--- config.mk ---
export PLATFORM = sky130hd
export DESIGN_NAME = mem_port_ctrl
export DESIGN_NICKNAME = d
export VERILOG_FILES = /design/src/rtl/mem_pkg.sv /design/src/rtl/cmd_fifo.sv /design/src/rtl/mem_port_ctrl.sv
export SDC_FILE = /design/constraint.sdc
export NUM_CORES = 1
export LEC_CHECK = 0
export ABC_AREA = 1
export CORE_MARGIN = 3
export CORE_UTILIZATION = 55
export CTS_BUF_LIST = sky130_fd_sc_hd__clkbuf_8
export DETAILED_ROUTE_END_ITERATION = 12
export GPL_TIMING_DRIVEN = 0
export PLACE_DENSITY = 0.84
export SLEW_MARGIN = 25
export SYNTH_ARGS = -nofsm -noshare
export SYNTH_HDL_FRONTEND = slang
export SYNTH_HIERARCHICAL = 1
export SYNTH_SLANG_ARGS = --single-unit
--- constraint.sdc ---
create_clock -name clock -period 3.9 [get_ports clock]
set_input_delay 0.585 -clock clock [delete_from_list [all_inputs] [get_ports clock]]
set_output_delay 0.585 -clock clock [all_outputs]
set_load 0.1 [all_outputs]
--- src/rtl/mem_pkg.sv ---
// Shared widths, command payload and controller state encoding for mem_port_ctrl.
package mem_pkg;

    localparam int unsigned MEM_DATA_W     = 8;
    localparam int unsigned MEM_ADDR_W     = 3;
    localparam int unsigned MEM_FIFO_DEPTH = 4;

    typedef struct packed {
        logic                  we;
        logic [MEM_ADDR_W-1:0] addr;
        logic [MEM_DATA_W-1:0] wdata;
    } cmd_t;

    typedef enum logic [1:0] {
        ST_IDLE    = 2'd0,
        ST_RD_WAIT = 2'd1,
        ST_RSP     = 2'd2
    } state_t;

endpackage

--- src/rtl/cmd_fifo.sv ---
// Synchronous command FIFO; full/empty are registered flags derived from the next occupancy.
module cmd_fifo
    import mem_pkg::*;
#(
    parameter int unsigned DEPTH = MEM_FIFO_DEPTH
) (
    input  logic                     clock,
    input  logic                     reset,
    input  logic                     push,
    input  logic                     pop,
    input  cmd_t                     wr_cmd,
    output cmd_t                     rd_cmd,
    output logic                     full,
    output logic                     empty,
    output logic [$clog2(DEPTH):0]   level
);

    localparam int unsigned PTR_W = $clog2(DEPTH);
    localparam int unsigned CNT_W = PTR_W + 1;

    cmd_t             store [DEPTH];
    logic [PTR_W-1:0] wr_ptr;
    logic [PTR_W-1:0] rd_ptr;
    logic [CNT_W-1:0] count_nxt;
    logic             do_push;
    logic             do_pop;

    assign do_push = push && !full;
    assign do_pop  = pop && !empty;
    assign rd_cmd  = store[rd_ptr];

    // Occupancy after this edge's push/pop.
    always_comb begin
        count_nxt = level + CNT_W'(do_push) - CNT_W'(do_pop);
    end

    // Pointers wrap naturally since DEPTH is a power of two.
    always_ff @(posedge clock) begin
        if (reset) begin
            wr_ptr <= '0;
            rd_ptr <= '0;
            level  <= '0;
            full   <= 1'b0;
            empty  <= 1'b1;
        end else begin
            if (do_push) wr_ptr <= wr_ptr + PTR_W'(1);
            if (do_pop)  rd_ptr <= rd_ptr + PTR_W'(1);
            level <= count_nxt;
            full  <= (count_nxt == CNT_W'(DEPTH));
            empty <= (count_nxt == '0);
        end
    end

    // Payload storage; no reset needed, validity tracked by the pointers.
    always_ff @(posedge clock) begin
        if (do_push) store[wr_ptr] <= wr_cmd;
    end

endmodule

--- src/rtl/mem_port_ctrl.sv ---
// Queues read/write commands and issues them to a single-port memory in order,
// holding each read response until the consumer takes it.
module mem_port_ctrl
    import mem_pkg::*;
#(
    parameter int unsigned DATA_W     = MEM_DATA_W,
    parameter int unsigned ADDR_W     = MEM_ADDR_W,
    parameter int unsigned FIFO_DEPTH = MEM_FIFO_DEPTH
) (
    input  logic              clock,
    input  logic              reset,
    input  logic              cmd_valid,
    output logic              cmd_ready,
    input  logic              cmd_we,
    input  logic [ADDR_W-1:0] cmd_addr,
    input  logic [DATA_W-1:0] cmd_wdata,
    output logic              rsp_valid,
    input  logic              rsp_ready,
    output logic [DATA_W-1:0] rsp_data,
    output logic [ADDR_W-1:0] rsp_addr,
    output logic              write,
    output logic              read,
    output logic [ADDR_W-1:0] addr_w,
    output logic [ADDR_W-1:0] addr_r,
    output logic [DATA_W-1:0] datain,
    input  logic [DATA_W-1:0] dataout,
    output logic              busy
);

    localparam int unsigned CNT_W = $clog2(FIFO_DEPTH) + 1;

    cmd_t             push_cmd;
    cmd_t             head;
    logic             fifo_full;
    logic             fifo_empty;
    logic [CNT_W-1:0] level;
    logic [CNT_W-1:0] level_nxt;
    logic             push;
    logic             pop;
    state_t           state;
    logic             rd_phase;

    assign cmd_ready = !fifo_full;
    assign push      = cmd_valid && !fifo_full;
    assign pop       = (state == ST_IDLE) && !fifo_empty;

    // Pack the incoming command and project the FIFO occupancy after this edge.
    always_comb begin
        push_cmd.we    = cmd_we;
        push_cmd.addr  = MEM_ADDR_W'(cmd_addr);
        push_cmd.wdata = MEM_DATA_W'(cmd_wdata);
        level_nxt      = level + CNT_W'(push) - CNT_W'(pop);
    end

    cmd_fifo #(
        .DEPTH (FIFO_DEPTH)
    ) u_cmd_fifo (
        .clock  (clock),
        .reset  (reset),
        .push   (push),
        .pop    (pop),
        .wr_cmd (push_cmd),
        .rd_cmd (head),
        .full   (fifo_full),
        .empty  (fifo_empty),
        .level  (level)
    );

    // Issue FSM; strobes last one cycle, dataout lands the cycle after the read strobe.
    always_ff @(posedge clock) begin
        if (reset) begin
            state     <= ST_IDLE;
            rd_phase  <= 1'b0;
            write     <= 1'b0;
            read      <= 1'b0;
            addr_w    <= '0;
            addr_r    <= '0;
            datain    <= '0;
            rsp_valid <= 1'b0;
            rsp_data  <= '0;
            rsp_addr  <= '0;
            busy      <= 1'b0;
        end else begin
            write <= 1'b0;
            read  <= 1'b0;
            case (state)
                ST_IDLE: begin
                    busy <= (level_nxt != '0);
                    if (pop) begin
                        if (head.we) begin
                            write  <= 1'b1;
                            addr_w <= ADDR_W'(head.addr);
                            datain <= DATA_W'(head.wdata);
                        end else begin
                            read     <= 1'b1;
                            addr_r   <= ADDR_W'(head.addr);
                            rd_phase <= 1'b0;
                            state    <= ST_RD_WAIT;
                            busy     <= 1'b1;
                        end
                    end
                end
                ST_RD_WAIT: begin
                    busy <= 1'b1;
                    if (!rd_phase) begin
                        rd_phase <= 1'b1;
                    end else begin
                        rsp_data  <= dataout;
                        rsp_addr  <= addr_r;
                        rsp_valid <= 1'b1;
                        state     <= ST_RSP;
                    end
                end
                ST_RSP: begin
                    if (rsp_ready) begin
                        rsp_valid <= 1'b0;
                        state     <= ST_IDLE;
                        busy      <= (level_nxt != '0);
                    end else begin
                        busy <= 1'b1;
                    end
                end
                default: begin
                    state <= ST_IDLE;
                end
            endcase
        end
    end

endmodule

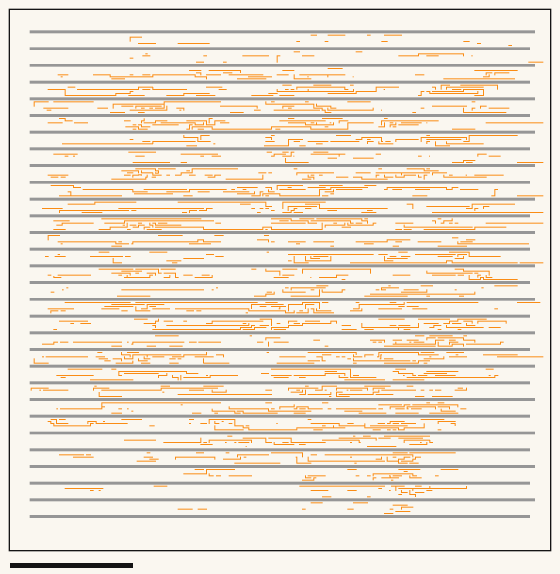
*The metal 1 layer*
Scale bar: 20 um. Supply wires on this layer in gray.
main direction: horizontal
wire length on this layer: 3020 um
longest straight run: 19.8 um
share of all routed wire: 40%
vias: 2686
total detailed-routing wirelength: 7460 um

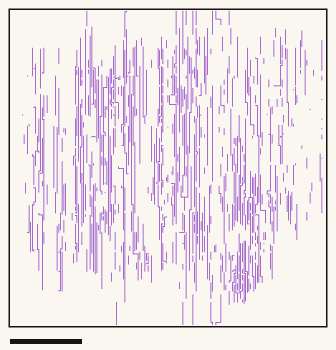
*M2 wires*
Scale bar: 20 um.
main direction: vertical
wire length on this layer: 3740 um
grt met2 use: 0.3582

==> run notes <==
Update from the flow run.

The delay of the slowest cell on the worst path is ~0.42 ns. After its last routability iteration, the placer logged a weighted congestion of 0.7665. The chip area is just under 0.008 mm2. The cell sequence reported for the critical path is inv_1, ha_1, inv_2, nor2_4, buf_6, inv_1, nor2_1, ha_1, inv_1, ha_1, inv_1, fa_1, inv_1, nand2_1, nand3_1, nand3_1, nor2_1.

Looking at the reg2reg group, the worst path starts from state[1]. The number of logic stages on the critical path including buffering is 17. The number of hold buffers added after CTS was 0. The area growth from synthesis to layout is 23.34%.

Summed over all combinational cells, the power is 1.49 mW. Once iteration 0 of detailed routing completed, the report listed ~130 DRC markers. The pin count of the biggest net entering global routing is 16. The endpoint arrival time on the critical path is 3.06 ns. The initial cell density of the core is 0.5743. The number of global-route vias before repair was approximately 2700. STA classifies the critical path endpoint as a flop.

In the final routed layout, each cell accounts on average for 14.49 um. The number of hold-slack violations in the final timing report is 0. The power density normalized to cell area is 771.0 mW/mm2. For the worst setup path, the data required time is about 4.2 ns. The leakage power is approximately 1.7 nW.

Row generation in the floorplan step produced 29 rows. The clock network power consumption is ~0.70 mW. Buffers inserted during clock tree synthesis total 9. The critical path contains buffers and inverters numbering 7 combined. The number of antenna violations at the first check in global routing was 0. The yosys stat chip area is approximately 0.0037 mm2. In this design, the largest share of critical-path delay is due to adder cells. The CTS tree is yes. The run finished with clean final reports. The switching portion of total power is 0.4248. The type of the tightest min-delay check is flop to flop.
-- logic make-up (layout without fill, tap and decap cells) --
logic type	after synthesis	after routing	synth area share
fa+ha+maj	14	14	0.05156
buf+inv	49	118	0.06207
compound gates	77	77	0.1085
flops	91	91	0.6242
simple gates	138	138	0.1537
-- per-layer routing --
metal / vias to the layer above / share of wire
li1: 1358 / -
met1: 1235 / 0.40
met2: 80 / 0.50
met3: 13 / 0.073
met4: 0 / 0.021
met5: - / 0
-- sequential cells by signal, indices dropped and copies added (netlist names), named ones only --
signal             cells
u_cmd_fifo/store      48
datain                 8
rsp_data               8
addr_r                 3
addr_w                 3
rsp_addr               3
u_cmd_fifo/level       3
state                  2
u_cmd_fifo/rd_ptr      2
u_cmd_fifo/wr_ptr      2
busy                   1
rd_phase               1
read                   1
rsp_valid              1
u_cmd_fifo/empty       1
u_cmd_fifo/full        1
write                  1
-- synthesized netlist by cell type --
library cell	count	area share
dfxtp_1	43	0.23
o22ai_1	12	0.020
a21oi_1	19	0.026
buf_4	4	0.0081
buf_2	5	0.0068
nor2_2	2	0.0034
clkbuf_1	1	0.0010
fa_1	2	0.011
inv_2	3	0.0031
o21ai_0	28	0.038
edfxtp_1	48	0.39
inv_1	32	0.033
o21ai_1	18	0.024
nor2_1	72	0.073
nand3_1	20	0.027
nor2_4	1	0.0031
ha_1	12	0.041
nand3b_1	1	0.0020
nand2_1	39	0.040
clkbuf_2	1	0.0014
nand4_1	1	0.0017
buf_6	3	0.0092
nand2_2	2	0.0034
-- layout by cell type (no fill, tap or decap), drive strengths merged --
cell and n:
o21ai 46, nand4 1, nor2 75, nand3 20, fa 2, buf 12, clkbuf 12, inv 36
clkinvlp 3, edfxtp 48, bufinv 2, nand3b 1, ha 12, a21oi 19, o22ai 12, nand2 41
clkdlybuf4s50 53, dfxtp 43
Power and IR drop assume default switching activity.
